===== config.mk =====
export PLATFORM = sky130hd
export DESIGN_NAME = rdata_fifo_reader
export DESIGN_NICKNAME = d
export VERILOG_FILES = /design/src/rtl/rdata_fifo_reader.sv
export SDC_FILE = /design/constraint.sdc
export NUM_CORES = 1
export LEC_CHECK = 0
export ABC_AREA = 1
export CORE_MARGIN = 4
export CORE_UTILIZATION = 45
export DETAILED_ROUTE_END_ITERATION = 7
export GPL_ROUTABILITY_DRIVEN = 1
export GPL_TIMING_DRIVEN = 0
export HOLD_SLACK_MARGIN = 0.08
export PLACE_DENSITY = 0.71
export SLEW_MARGIN = 20
export SYNTH_ARGS = -nofsm -noshare
export SYNTH_HDL_FRONTEND = slang
export SYNTH_SLANG_ARGS = --single-unit

===== constraint.sdc =====
create_clock -name rd_clk -period 1.7 [get_ports rd_clk]
set_clock_uncertainty 0.1 [all_clocks]
set_input_delay 0.17 -clock rd_clk [delete_from_list [all_inputs] [get_ports rd_clk]]
set_output_delay 0.17 -clock rd_clk [all_outputs]
set_load 0.01 [all_outputs]

===== src/rtl/rdata_fifo_reader.sv =====
// ----------------------------------------------------------------------------
// rdata_fifo_reader
//
// Purpose:
//   Read-side drain engine for a read-data FIFO that has one cycle of read
//   latency and no output register. It issues read enables, lands the
//   returned words in a 2-entry skid buffer and presents them as a
//   valid/ready pixel stream. Internal pixel/line counters track the head
//   beat and supply start-of-frame, end-of-line and end-of-frame markers.
//
// Ports:
//   rd_clk         in   clock, shared with the FIFO read port
//   rd_rst_n       in   asynchronous active-low reset
//   fifo_rd_en     out  FIFO read enable
//   fifo_rd_data   in   FIFO read data, valid the cycle after fifo_rd_en
//   fifo_rd_empty  in   FIFO empty flag
//   frame_sync     in   one-cycle pulse, realigns counters to frame start
//   m_valid        out  stream valid
//   m_ready        in   stream ready
//   m_data         out  pixel (head of the skid buffer)
//   m_sof          out  current beat is pixel (0,0)
//   m_eol          out  current beat is last pixel of its line
//   m_eof          out  current beat is last pixel of the frame
//   frame_done     out  one-cycle pulse after the last frame pixel is taken
//   err_misalign   out  sticky: frame_sync arrived mid-frame
// ----------------------------------------------------------------------------
module rdata_fifo_reader #(
    parameter int DATA_WIDTH = 16,
    parameter int H_ACTIVE   = 1280,
    parameter int V_ACTIVE   = 720,
    parameter int X_WIDTH    = 11,
    parameter int Y_WIDTH    = 10
) (
    input  logic                  rd_clk,
    input  logic                  rd_rst_n,
    output logic                  fifo_rd_en,
    input  logic [DATA_WIDTH-1:0] fifo_rd_data,
    input  logic                  fifo_rd_empty,
    input  logic                  frame_sync,
    output logic                  m_valid,
    input  logic                  m_ready,
    output logic [DATA_WIDTH-1:0] m_data,
    output logic                  m_sof,
    output logic                  m_eol,
    output logic                  m_eof,
    output logic                  frame_done,
    output logic                  err_misalign
);

    localparam logic [X_WIDTH-1:0] X_LAST = X_WIDTH'(H_ACTIVE - 1);
    localparam logic [Y_WIDTH-1:0] Y_LAST = Y_WIDTH'(V_ACTIVE - 1);

    // Skid buffer state
    logic [DATA_WIDTH-1:0] buf_q [2];
    logic [1:0]            occ_q, occ_d;
    logic                  head_q, tail_q;
    logic                  pend_q;

    // Position of the head beat inside the frame
    logic [X_WIDTH-1:0]    x_q, x_d;
    logic [Y_WIDTH-1:0]    y_q, y_d;

    logic                  frame_done_q;
    logic                  err_q, err_d;

    logic                  fire;
    logic                  at_eol;
    logic                  at_eof;
    logic [2:0]            inflight;

    assign m_valid = (occ_q != 2'd0);
    assign fire    = m_valid & m_ready;
    assign m_data  = buf_q[head_q];

    // Words already committed to the buffer: stored entries plus the read
    // whose data lands at the coming edge.
    assign inflight = {1'b0, occ_q} + {2'b00, pend_q};

    // Issue only when the word would still fit after this cycle's pop. The
    // m_ready -> fifo_rd_en path is what lets the stream run at full rate.
    always_comb begin
        fifo_rd_en = 1'b0;
        if (rd_rst_n && !fifo_rd_empty && (inflight <= (3'd1 + {2'b00, fire}))) begin
            fifo_rd_en = 1'b1;
        end
    end

    // Occupancy never leaves 0..2 because the issue rule above bounds it.
    assign occ_d = occ_q + {1'b0, pend_q} - {1'b0, fire};

    always_ff @(posedge rd_clk or negedge rd_rst_n) begin
        if (!rd_rst_n) begin
            occ_q  <= 2'd0;
            pend_q <= 1'b0;
            head_q <= 1'b0;
            tail_q <= 1'b0;
        end else begin
            occ_q  <= occ_d;
            pend_q <= fifo_rd_en;
            if (pend_q) begin
                tail_q <= ~tail_q;
            end
            if (fire) begin
                head_q <= ~head_q;
            end
        end
    end

    // One register per buffer entry; the entry under the tail pointer takes
    // the returning FIFO word.
    generate
        for (genvar gi = 0; gi < 2; gi++) begin : g_buf
            always_ff @(posedge rd_clk or negedge rd_rst_n) begin
                if (!rd_rst_n) begin
                    buf_q[gi] <= '0;
                end else if (pend_q && (tail_q == 1'(gi))) begin
                    buf_q[gi] <= fifo_rd_data;
                end
            end
        end
    endgenerate

    // Counter update: frame_sync wins over an accepted beat; the beat is
    // still consumed by the buffer logic above.
    always_comb begin
        x_d   = x_q;
        y_d   = y_q;
        err_d = err_q;
        if (frame_sync) begin
            x_d = '0;
            y_d = '0;
            if ((x_q != '0) || (y_q != '0)) begin
                err_d = 1'b1;
            end
        end else if (fire) begin
            if (x_q == X_LAST) begin
                x_d = '0;
                if (y_q == Y_LAST) begin
                    y_d = '0;
                end else begin
                    y_d = y_q + Y_WIDTH'(1);
                end
            end else begin
                x_d = x_q + X_WIDTH'(1);
            end
        end
    end

    always_ff @(posedge rd_clk or negedge rd_rst_n) begin
        if (!rd_rst_n) begin
            x_q          <= '0;
            y_q          <= '0;
            err_q        <= 1'b0;
            frame_done_q <= 1'b0;
        end else begin
            x_q          <= x_d;
            y_q          <= y_d;
            err_q        <= err_d;
            frame_done_q <= fire & at_eof;
        end
    end

    assign at_eol = (x_q == X_LAST);
    assign at_eof = at_eol & (y_q == Y_LAST);

    assign m_sof        = m_valid & (x_q == '0) & (y_q == '0);
    assign m_eol        = m_valid & at_eol;
    assign m_eof        = m_valid & at_eof;
    assign frame_done   = frame_done_q;
    assign err_misalign = err_q;

endmodule


==> impl_metrics.tcl, run 1 <==
# flow metrics
set metrics [dict create \
    layout.clock_buffers 10 \
    area_share_nonclk_buffers_pct 18.2 \
    yosys_cells 416 \
    largestClassByArea "logic gates" \
    ys_warn_count 0 \
    finalSetupViolations 5 \
    inverters_excl_clock 54 \
    comb_cell_power_mw 2.95 \
    power.share.switching_pct 37.5 \
    synth_dominant_cell_count "sky130_fd_sc_hd__nand2_1" \
    timing.critical_path.mode_cell "sky130_fd_sc_hd__nor2_4" \
    ys_sh_simple_pct 30.5 \
    timing.critical_path.slowest_cell_delay_ns 0.46 \
    pin_count_of_the_biggest_net_entering_global_routing 45 \
    gr-total-overflow 0 \
    grt_use_met2_pct 33.2 \
    placed_cell_area_mm2 0.00378 \
    logic_area_mm2 0.00156 \
    wirelength_met1_mm 3.57 \
    layout_top_registers "buf_q x32, x_q x11, y_q x10" \
    netlist_instances 416 \
    max_slew.worst_pin.slew_ns 0.462 \
    p_int_mw 4.14 \
    warning_count 34 \
    antenna_found_initial 0 \
    clk_share_pct 5.08 \
    final_nets 538 \
    r2r.worst_path.cells 8 \
    critical_path.n_buffers_inverters 2 \
    fp.dieH_um 92.2 \
    arrival_time_of_the_worst_setup_path_ns 2.06 \
    global_route_wire_length_before_repair_mm 13.8 \
    clockNetworkPower_mw 1.46 \
    met3_length_um 427 \
    routabilityCongestion 0.865 \
    n_antenna_cell 0 \
    timing.fmax_mhz 428 \
    power.leakage_nw 2.24 \
    syn_nets 446 \
    chip_area_mm2 0.00851 \
    postSynthRegisterBits 60 \
    regToRegStartpoint "occ_q[1]" \
    number_of_tap_instances 96 \
    finish.cell_count_without_fillers 609 \
    class_of_the_most_critical_hold_timing_path "in -> async" \
    cycle_use_final_pct 137 \
    power.clock.fraction_pct 22.0 \
    clock_latency_ns 0.34 \
    crit_type "reg -> out" \
    worst-endpoint-required_ns 1.43 \
    most-common-layout-cells "sky130_fd_sc_hd__nand2_1 (143), sky130_fd_sc_hd__dfrtp_1 (57), sky130_fd_sc_hd__inv_1 (43), sky130_fd_sc_hd__o21ai_0 (40), sky130_fd_sc_hd__buf_4 (33)" \
    synth.cell_area_mm2 0.00319 \
    combAreaFraction_pct 35.3 \
    mux_share_of_post_synthesis_cell_area_pct 0 \
    cp-endpoint "fifo_rd_en" \
    final_antenna_net_count 0 \
    timing.critical_path.depth 8 \
    power.sequential.fraction_pct 33.5 \
    top_layer "met4" \
    drive_gt1_share_pct 25.3 \
    xor_area_share_pct 1.37 \
    rrSetupSlack_ns -0.22 \
    critPathLaunch "occ_q[1]" \
    floorplan.initialDensity_pct 46.7 \
    initialDrtViolationCount 170 \
    regMostFlops "buf_q" \
    peakVddDrop_v 0.000887 \
    grt_setup_unrepaired "true" \
    cts-resized-gates 88 \
    top_logic_kind "simple AND/OR/NAND/NOR gates" \
    combPwrFrac_pct 44.5 \
    hold_viol 60 \
    synth_largest_type_area_fraction_pct 47.0 \
    n_multi_input_combinational_cell 289 \
    critical_path.max_fanout 4 \
    drc_errors 0 \
    synth-edff-count 0 \
    port_buffers 43 \
    fin_tns_setup_ns -1.08 \
    outcome "finished, violations left" \
    hold-worst-slack_ns -0.403 \
    clock-sinks 60 \
    yosys.area_share.adder_pct 3.76 \
    postCtsSetupBuffers 32 \
    post-place-cells 556 \
    power_mw 6.63 \
    setup_slack_ns -0.635 \
    register_share_after_synthesis_pct 47.0 \
    common_cells "sky130_fd_sc_hd__nand2_1 (147), sky130_fd_sc_hd__dfrtp_1 (60), sky130_fd_sc_hd__inv_1 (50)" \
    crit_family "adder cells" \
    cpMaxStageDelayCell "sky130_fd_sc_hd__fa_1" \
    largest_reg_flops 32 \
    cts-root-buf "sky130_fd_sc_hd__clkbuf_8" \
    syn_area_per_cell_um2 7.68 \
    violations "hold timing, setup timing" \
    synthTopCellsByArea "sky130_fd_sc_hd__dfrtp_1 (47%), sky130_fd_sc_hd__nand2_1 (17%), sky130_fd_sc_hd__o21ai_0 (6.3%), sky130_fd_sc_hd__inv_1 (5.9%), sky130_fd_sc_hd__ha_1 (3.1%)" \
    yosys_area_mm2 0.00319 \
    area_share_of_and_or_or_and_cells_after_synthesis_pct 8.93 \
    globalRoute.busiestLayer "met2" \
    final_max_slew_viol_count 0 \
    clk_pin_slew_ns 0.07 \
    r2r-end "pend_q" \
    layout_top_cell_excl_fill_tap "sky130_fd_sc_hd__nand2_1" \
    max_power_group "combinational logic" \
    critPathCaptureType "output port" \
    met2RoutedLength_mm 4.15 \
    viasPerCell 5.01 \
    sequentialPower_mw 2.22 \
    cells_traversed_along_the_worst_timing_path "nor2_4 > nor2_4 > fa_1 > inv_2 > nand3b_1 > a32oi_2 > nor3_2 > buf_2" \
    yosys.cell_types.count 35 \
]
Figure 1. Wiring heat map (run 1).
18 x 18 tiles, from dark blue (low) to red (high), scaled to the fullest tile. Values are wire area over tile area, all layers added.
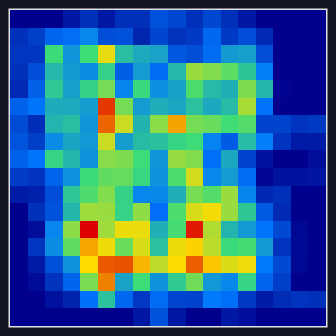
emptiest ninth of the die = north-east
nearly empty tiles = 18%
mean over tiles = 0.16
fullest tile = 0.54
total routing resource utilization after global routing: 20.4%
routed wirelength normalized by instance count: 13.7 um
routed vias: 3050
Routed Wire Length: 8.35 mm

Figure 2. The metal 4 layer (run 1).
Cells faint in the background.
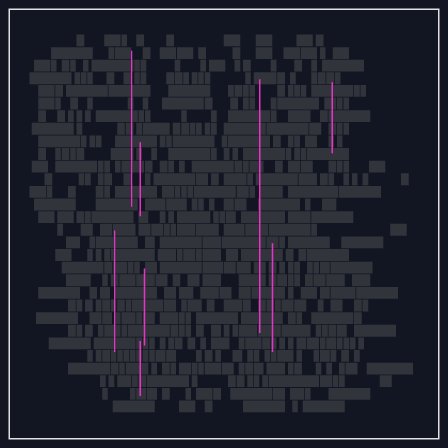
share of all routed wire = 2.3%
wire length on this layer = 195 um
nets with wire on the layer = 7
main direction = vertical
longest straight run = 54.4 um

Figure 3. Placement by cell class (run 1).
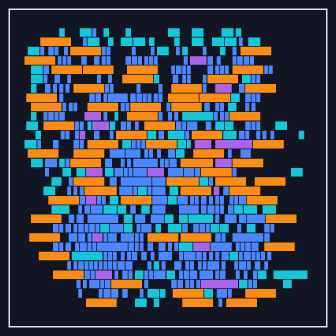
blue -> remaining logic cells  # cells 343
purple -> clock drivers and dummy loads  # cells 16
orange -> registers  # cells 60
cyan -> remaining buffers and delay cells  # cells 94
sequential portion of the cell area: 33.9%
Final Instance Area: 0.00443 mm2
core box area: 0.00683 mm2

Figure 4. Clock wires, drivers and flops (run 1).
Bar = 20 um.
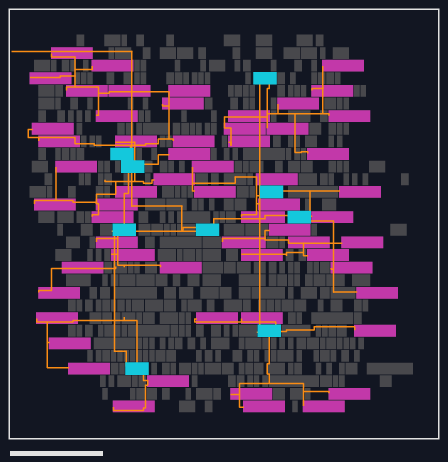

==> run 1 -> run 2 <==
Settings changed: CORE_UTILIZATION 45 to 40, DONT_BUFFER_PORTS set to 1, GPL_ROUTABILITY_DRIVEN 1 to 0, PLACE_DENSITY 0.71 to 0.57.
Figure 5. Clock wires, drivers and flops (run 2).
Bar = 20 um.
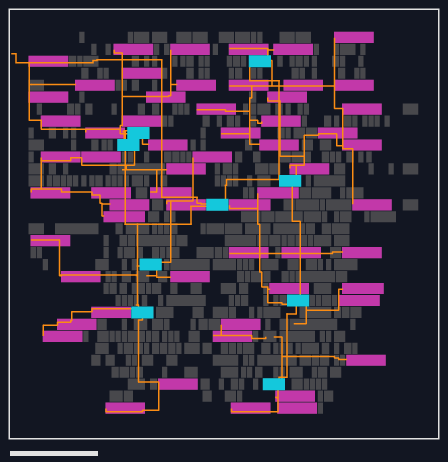
cyan -> clock-net drivers  # count 9
magenta -> flip-flops  # count 60
orange -> clock wires  # length 922 um
routed clock nets = 10
flops lie = all over the die
clock group total power: 1.48 mW
clock network power share: 23.7%
clock latency of the later-clocked register in the worst-skew pair: 0.35 ns

==> run 2 against run 1 <==
  * Cell count is 2.6% lower
  * The run still ends with hold timing, setup timing left
  * Count of clock-buffer cells in the layout is 1 lower
  * Critical endpoint unchanged
  * Maximum frequency is 6.3% higher
  * Routed wire length is 3.4% higher
  * Synthesized area stayed put
  * Combinational power is 14% lower
  * Synthesized cell count stayed put
  * Clock power hardly changed
  * Register-to-register slack better by 0.13 ns
  * Critical path depth is 1 lower
  * Largest power group unchanged
==> impl_metrics.tcl, run 2 <==
# flow metrics
set metrics [dict create \
    postSynthRegisterBits 60 \
    yosys_area_mm2 0.00319 \
    top_logic_kind "simple AND/OR/NAND/NOR gates" \
    ys_sh_simple_pct 30.5 \
    gr-total-overflow 0 \
    seq_share_pct 34.7 \
    met2RoutedLength_mm 4.21 \
    max_slew.worst_pin.slew_ns 0.536 \
    warning_count 34 \
    p_int_mw 3.79 \
    mux_share_of_post_synthesis_cell_area_pct 0 \
    critPathLaunch "occ_q[0]" \
    cts-resized-gates 39 \
    layout_top_registers "buf_q x32, x_q x11, y_q x10" \
    logic_area_mm2 0.00161 \
    xor_area_share_pct 1.37 \
    violations "hold timing, setup timing" \
    cells_traversed_along_the_worst_timing_path "nor2_4 > nor2_4 > fa_1 > inv_2 > nand3b_1 > a32oi_2 > nor3_4" \
    area_share_nonclk_buffers_pct 15.4 \
    wirelength_met1_mm 3.90 \
    critical_path.max_fanout 4 \
    via_count 2938 \
    global_route_wire_length_before_repair_mm 13.6 \
    synthTopCellsByArea "sky130_fd_sc_hd__dfrtp_1 (47%), sky130_fd_sc_hd__nand2_1 (17%), sky130_fd_sc_hd__o21ai_0 (6.3%), sky130_fd_sc_hd__inv_1 (5.9%), sky130_fd_sc_hd__ha_1 (3.1%)" \
    viasPerCell 4.95 \
    postCtsSetupBuffers 21 \
    drc_errors 0 \
    power_mw 6.22 \
    cycle_use_final_pct 129 \
    most-common-layout-cells "sky130_fd_sc_hd__nand2_1 (141), sky130_fd_sc_hd__dfrtp_1 (54), sky130_fd_sc_hd__inv_1 (42), sky130_fd_sc_hd__o21ai_0 (40), sky130_fd_sc_hd__buf_4 (34)" \
    synth_largest_type_area_fraction_pct 47.0 \
    timing.critical_path.mode_cell "sky130_fd_sc_hd__nor2_4" \
    r2r-end "pend_q" \
    comb_cell_power_mw 2.54 \
    cts-root-buf "sky130_fd_sc_hd__clkbuf_8" \
    number_of_tap_instances 102 \
    final_max_slew_viol_count 0 \
    area_share_of_and_or_or_and_cells_after_synthesis_pct 8.93 \
    power.sequential.fraction_pct 35.5 \
    hold_viol 61 \
    final_antenna_net_count 0 \
    clock-sinks 60 \
    synth.cell_area_mm2 0.00319 \
    peakVddDrop_v 0.000766 \
    top_layer "met4" \
    drive_gt1_share_pct 24.6 \
    yosys_cells 416 \
    crit_family "adder cells" \
    power.share.switching_pct 39.1 \
    cp-endpoint "fifo_rd_en" \
    n_antenna_cell 0 \
    yosys.area_share.adder_pct 3.76 \
    setup_slack_ns -0.497 \
    n_multi_input_combinational_cell 289 \
    chip_area_mm2 0.00948 \
    common_cells "sky130_fd_sc_hd__nand2_1 (147), sky130_fd_sc_hd__dfrtp_1 (60), sky130_fd_sc_hd__inv_1 (50)" \
    combPwrFrac_pct 40.8 \
    layout.clock_buffers 9 \
    finish.cell_count_without_fillers 593 \
    class_of_the_most_critical_hold_timing_path "in -> async" \
    regToRegStartpoint "occ_q[0]" \
    timing.critical_path.depth 7 \
    inverters_excl_clock 54 \
    arrival_time_of_the_worst_setup_path_ns 1.93 \
    crit_type "reg -> out" \
    critPathCaptureType "output port" \
    outcome "finished, violations left" \
    drt-wirelength-per-cell_um 14.6 \
    largestClassByArea "logic gates" \
    syn_area_per_cell_um2 7.68 \
    post-place-cells 518 \
    rrSetupSlack_ns -0.09 \
    largest_reg_flops 32 \
    port_buffers 0 \
    critical_path.n_buffers_inverters 1 \
    max_power_group "combinational logic" \
    sequentialPower_mw 2.21 \
    combAreaFraction_pct 37.0 \
    layout_top_cell_excl_fill_tap "sky130_fd_sc_hd__nand2_1" \
    clk_share_pct 5.12 \
    antenna_found_initial 0 \
    globalRoute.busiestLayer "met2" \
    cpMaxStageDelayCell "sky130_fd_sc_hd__fa_1" \
    floorplan.initialDensity_pct 41.3 \
    regMostFlops "buf_q" \
    finalSetupViolations 4 \
    pin_count_of_the_biggest_net_entering_global_routing 62 \
    met3_length_um 414 \
    clk_pin_slew_ns 0.08 \
    worst-endpoint-required_ns 1.43 \
    grt.total_usage_pct 18.0 \
    ys_warn_count 0 \
    finalWirelength_mm 8.63 \
    grt_setup_unrepaired "true" \
    timing.fmax_mhz 455 \
    core_box_area_mm2 0.00773 \
    timing.critical_path.slowest_cell_delay_ns 0.51 \
    placed_cell_area_mm2 0.00334 \
    synth_dominant_cell_count "sky130_fd_sc_hd__nand2_1" \
    yosys.cell_types.count 35 \
    final_nets 516 \
    hold-worst-slack_ns -0.420 \
    final_cell_area_mm2 0.00435 \
    r2r.worst_path.cells 7 \
    power.leakage_nw 2.14 \
    netlist_instances 416 \
    fp.dieH_um 97.3 \
]
Figure 6. Placement by cell class (run 2).
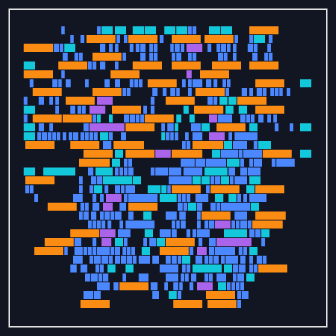
purple -> clock drivers and dummy loads  # cells 16
cyan -> remaining buffers and delay cells  # cells 72
orange -> registers  # cells 60
blue -> remaining logic cells  # cells 343

Figure 7. Wiring heat map (run 2).
19 x 19 tiles, from dark blue (low) to red (high), scaled to the fullest tile. Values are wire area over tile area, all layers added.
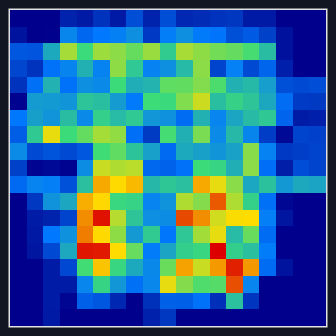

==> run 2 -> run 3 <==
Settings changed: CORE_ASPECT_RATIO set to 0.6, CORE_UTILIZATION 40 to 35, PLACE_DENSITY 0.57 to 0.52.
Figure 8. Wiring heat map (run 3).
26 x 16 tiles, from dark blue (low) to red (high), scaled to the fullest tile. Values are wire area over tile area, all layers added.
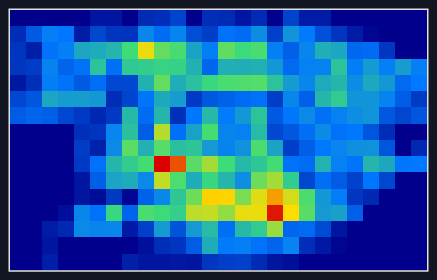
tiles over half the peak = 10%
nearly empty tiles = 22%
emptiest ninth of the die = south-west
mean over tiles = 0.14
fullest tile = 0.60

==> run 3 against run 2 <==
  * Clock power grew about 20%
  * Die area rose by 14%
  * Sequential power about the same
  * First-iteration DRC count rose by 50%
  * Largest power group unchanged
  * Cell count increased by 1.3%
  * The flow finishes with violations (setup timing)
  * Flip-flop count stayed put
  * Synthesized cell count unchanged
  * Critical path type unchanged
  * Sequential share of layout area decreased by 1.3 points
  * Non-clock buffer count is 2 lower
==> impl_metrics.tcl, run 3 <==
# flow metrics
set metrics [dict create \
    outcome "finished, violations left" \
    violations "setup timing" \
    logic_area_mm2 0.00170 \
    top_logic_kind "simple AND/OR/NAND/NOR gates" \
    grt.total_usage_pct 17.0 \
    final_nets 514 \
    power.leakage_nw 2.19 \
    initialDrtViolationCount 261 \
    clock_latency_ns 0.33 \
    power_density_normalized_to_cell_area_mw_per_mm2 1450 \
    cp-endpoint "fifo_rd_en" \
    final_max_slew_viol_count 0 \
    critPathLaunch "occ_q[0]" \
    layout.clock_buffers 10 \
    clk_pin_slew_ns 0.05 \
    clk_share_pct 6.49 \
    r2r.worst_path.cells 7 \
    synth_dominant_cell_count "sky130_fd_sc_hd__nand2_1" \
    postSynthRegisterBits 60 \
    synthTopCellsByArea "sky130_fd_sc_hd__dfrtp_1 (47%), sky130_fd_sc_hd__nand2_1 (17%), sky130_fd_sc_hd__o21ai_0 (6.3%), sky130_fd_sc_hd__inv_1 (5.9%), sky130_fd_sc_hd__ha_1 (3.1%)" \
    grt_use_met2_pct 24.8 \
    timing.critical_path.from_type "register" \
    max-cap-violations 0 \
    hold_end "head_q" \
    synth.cell_area_mm2 0.00319 \
    most-common-layout-cells "sky130_fd_sc_hd__nand2_1 (136), sky130_fd_sc_hd__dfrtp_1 (52), sky130_fd_sc_hd__inv_1 (39), sky130_fd_sc_hd__o21ai_0 (34), sky130_fd_sc_hd__buf_4 (27)" \
    finalWorstPathRequiredPeriod_ns 2.23 \
    combPwrFrac_pct 39.1 \
    drc_errors 0 \
    signal_buffers 70 \
    critPathCaptureType "output port" \
    synth_largest_type_area_fraction_pct 47.0 \
    yosys_area_mm2 0.00319 \
    cts-resized-gates 34 \
    inverters_excl_clock 54 \
    globalRoute.busiestLayer "met2" \
    regToRegStartpoint "occ_q[0]" \
    drt-wirelength-per-cell_um 15.2 \
    cts-root-buf "sky130_fd_sc_hd__clkbuf_16" \
    power.sequential.fraction_pct 33.8 \
    regMostFlops "buf_q" \
    mux_share_of_post_synthesis_cell_area_pct 0 \
    met3_usage_pct 5.69 \
    gr-total-overflow 0 \
    cycle_use_final_pct 131 \
    filler_cell_count 810 \
    via_count 2942 \
    max_slew.worst_pin.slew_ns 0.316 \
    largest_reg_flops 32 \
    finalSetupViolations 17 \
    peakVddDrop_v 0.000558 \
    n_multi_input_combinational_cell 289 \
    critical_path.n_buffers_inverters 1 \
    hold-worst-slack_ns 0.115 \
    finish.cell_count_without_fillers 601 \
    syn_area_per_cell_um2 7.68 \
    class_of_the_most_critical_hold_timing_path "in -> reg" \
    power_mw 6.59 \
    viasPerCell 4.90 \
    power.clock.fraction_pct 27.1 \
    layout_top_registers "buf_q x32, x_q x11, y_q x10" \
    layout-area-overhead-vs-synth_pct 41.9 \
    holdCritStartpoint "m_ready" \
    comb_cell_power_mw 2.58 \
    ys_sh_simple_pct 30.5 \
    p_int_mw 4.07 \
    wirelength_met1_mm 4.54 \
    cpMaxStageDelayCell "sky130_fd_sc_hd__fa_1" \
    setup_slack_ns -0.526 \
    fp.dieH_um 82.0 \
    flop-count 60 \
    clock-sinks 60 \
    place.detailed.hpwl_mm 5.76 \
    met3_length_um 653 \
    register_share_after_synthesis_pct 47.0 \
    floorplan.initialDensity_pct 36.8 \
    syn_nets 446 \
    postCtsSetupBuffers 21 \
    finalWirelength_mm 9.11 \
    number_of_tap_instances 112 \
    netlist_instances 416 \
    timing.critical_path.slowest_cell_delay_ns 0.49 \
    ys_warn_count 0 \
    yosys.area.top_type "sky130_fd_sc_hd__dfrtp_1" \
    hold_viol 0 \
    timing.critical_path.depth 7 \
    placed_cell_area_mm2 0.00335 \
    drive_gt1_share_pct 28.8 \
    critical_path.max_fanout 4 \
    post-place-cells 528 \
    combAreaFraction_pct 37.6 \
    rrSetupSlack_ns -0.15 \
    timing.fmax_mhz 449 \
    synth-edff-count 0 \
    antenna_found_initial 1 \
    timing.critical_path.mode_cell "sky130_fd_sc_hd__nor2_4" \
    grt_setup_unrepaired "true" \
    common_cells "sky130_fd_sc_hd__nand2_1 (147), sky130_fd_sc_hd__dfrtp_1 (60), sky130_fd_sc_hd__inv_1 (50)" \
    yosys.cell_types.count 35 \
    number_of_global_route_vias_before_repair 2836 \
    final_antenna_net_count 0 \
    crit_family "simple AND/OR/NAND/NOR gates" \
    final_cell_area_mm2 0.00453 \
    r2r-end "pend_q" \
    global_route_wire_length_before_repair_mm 14.3 \
    largestClassByArea "logic gates" \
    area_share_of_and_or_or_and_cells_after_synthesis_pct 8.93 \
    htreeDepth 3 \
    cts_inserted_buffers 9 \
    pin_count_of_the_biggest_net_entering_global_routing 61 \
    worst-endpoint-required_ns 1.43 \
    cells_traversed_along_the_worst_timing_path "nor2_4 > nor2_4 > fa_1 > inv_2 > nand3b_1 > a32oi_2 > nor3_4" \
    port_buffers 0 \
    n_antenna_cell 0 \
    core_box_area_mm2 0.00869 \
    dominantRegCellSynth "sky130_fd_sc_hd__dfrtp_1" \
    power.share.switching_pct 38.1 \
    clockNetworkPower_mw 1.78 \
    arrival_time_of_the_worst_setup_path_ns 1.96 \
    crit_type "reg -> out" \
    met2RoutedLength_mm 3.78 \
    layout_top_cell_excl_fill_tap "sky130_fd_sc_hd__nand2_1" \
    chip_area_mm2 0.0108 \
    yosys.area_share.adder_pct 3.76 \
    sequentialPower_mw 2.22 \
    xor_area_share_pct 1.37 \
    max_power_group "combinational logic" \
    top_layer "met5" \
    fin_tns_setup_ns -1.19 \
    warning_count 33 \
    yosys_cells 416 \
    area_share_nonclk_buffers_pct 14.9 \
]
Figure 9. Placement by cell class (run 3).
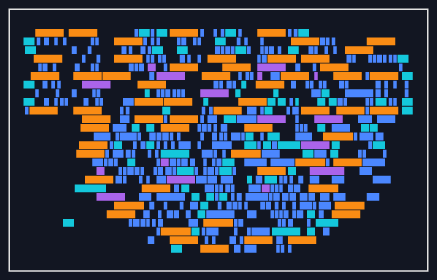
purple -> clock drivers and dummy loads  # cells 16
orange -> registers  # cells 60
blue -> remaining logic cells  # cells 343
cyan -> remaining buffers and delay cells  # cells 70
Finished Core Util: 52.2%
sequential portion of the cell area: 33.4%
floorplan row count: 26

Power figures rest on the tool's default switching activity, not on a simulated workload.
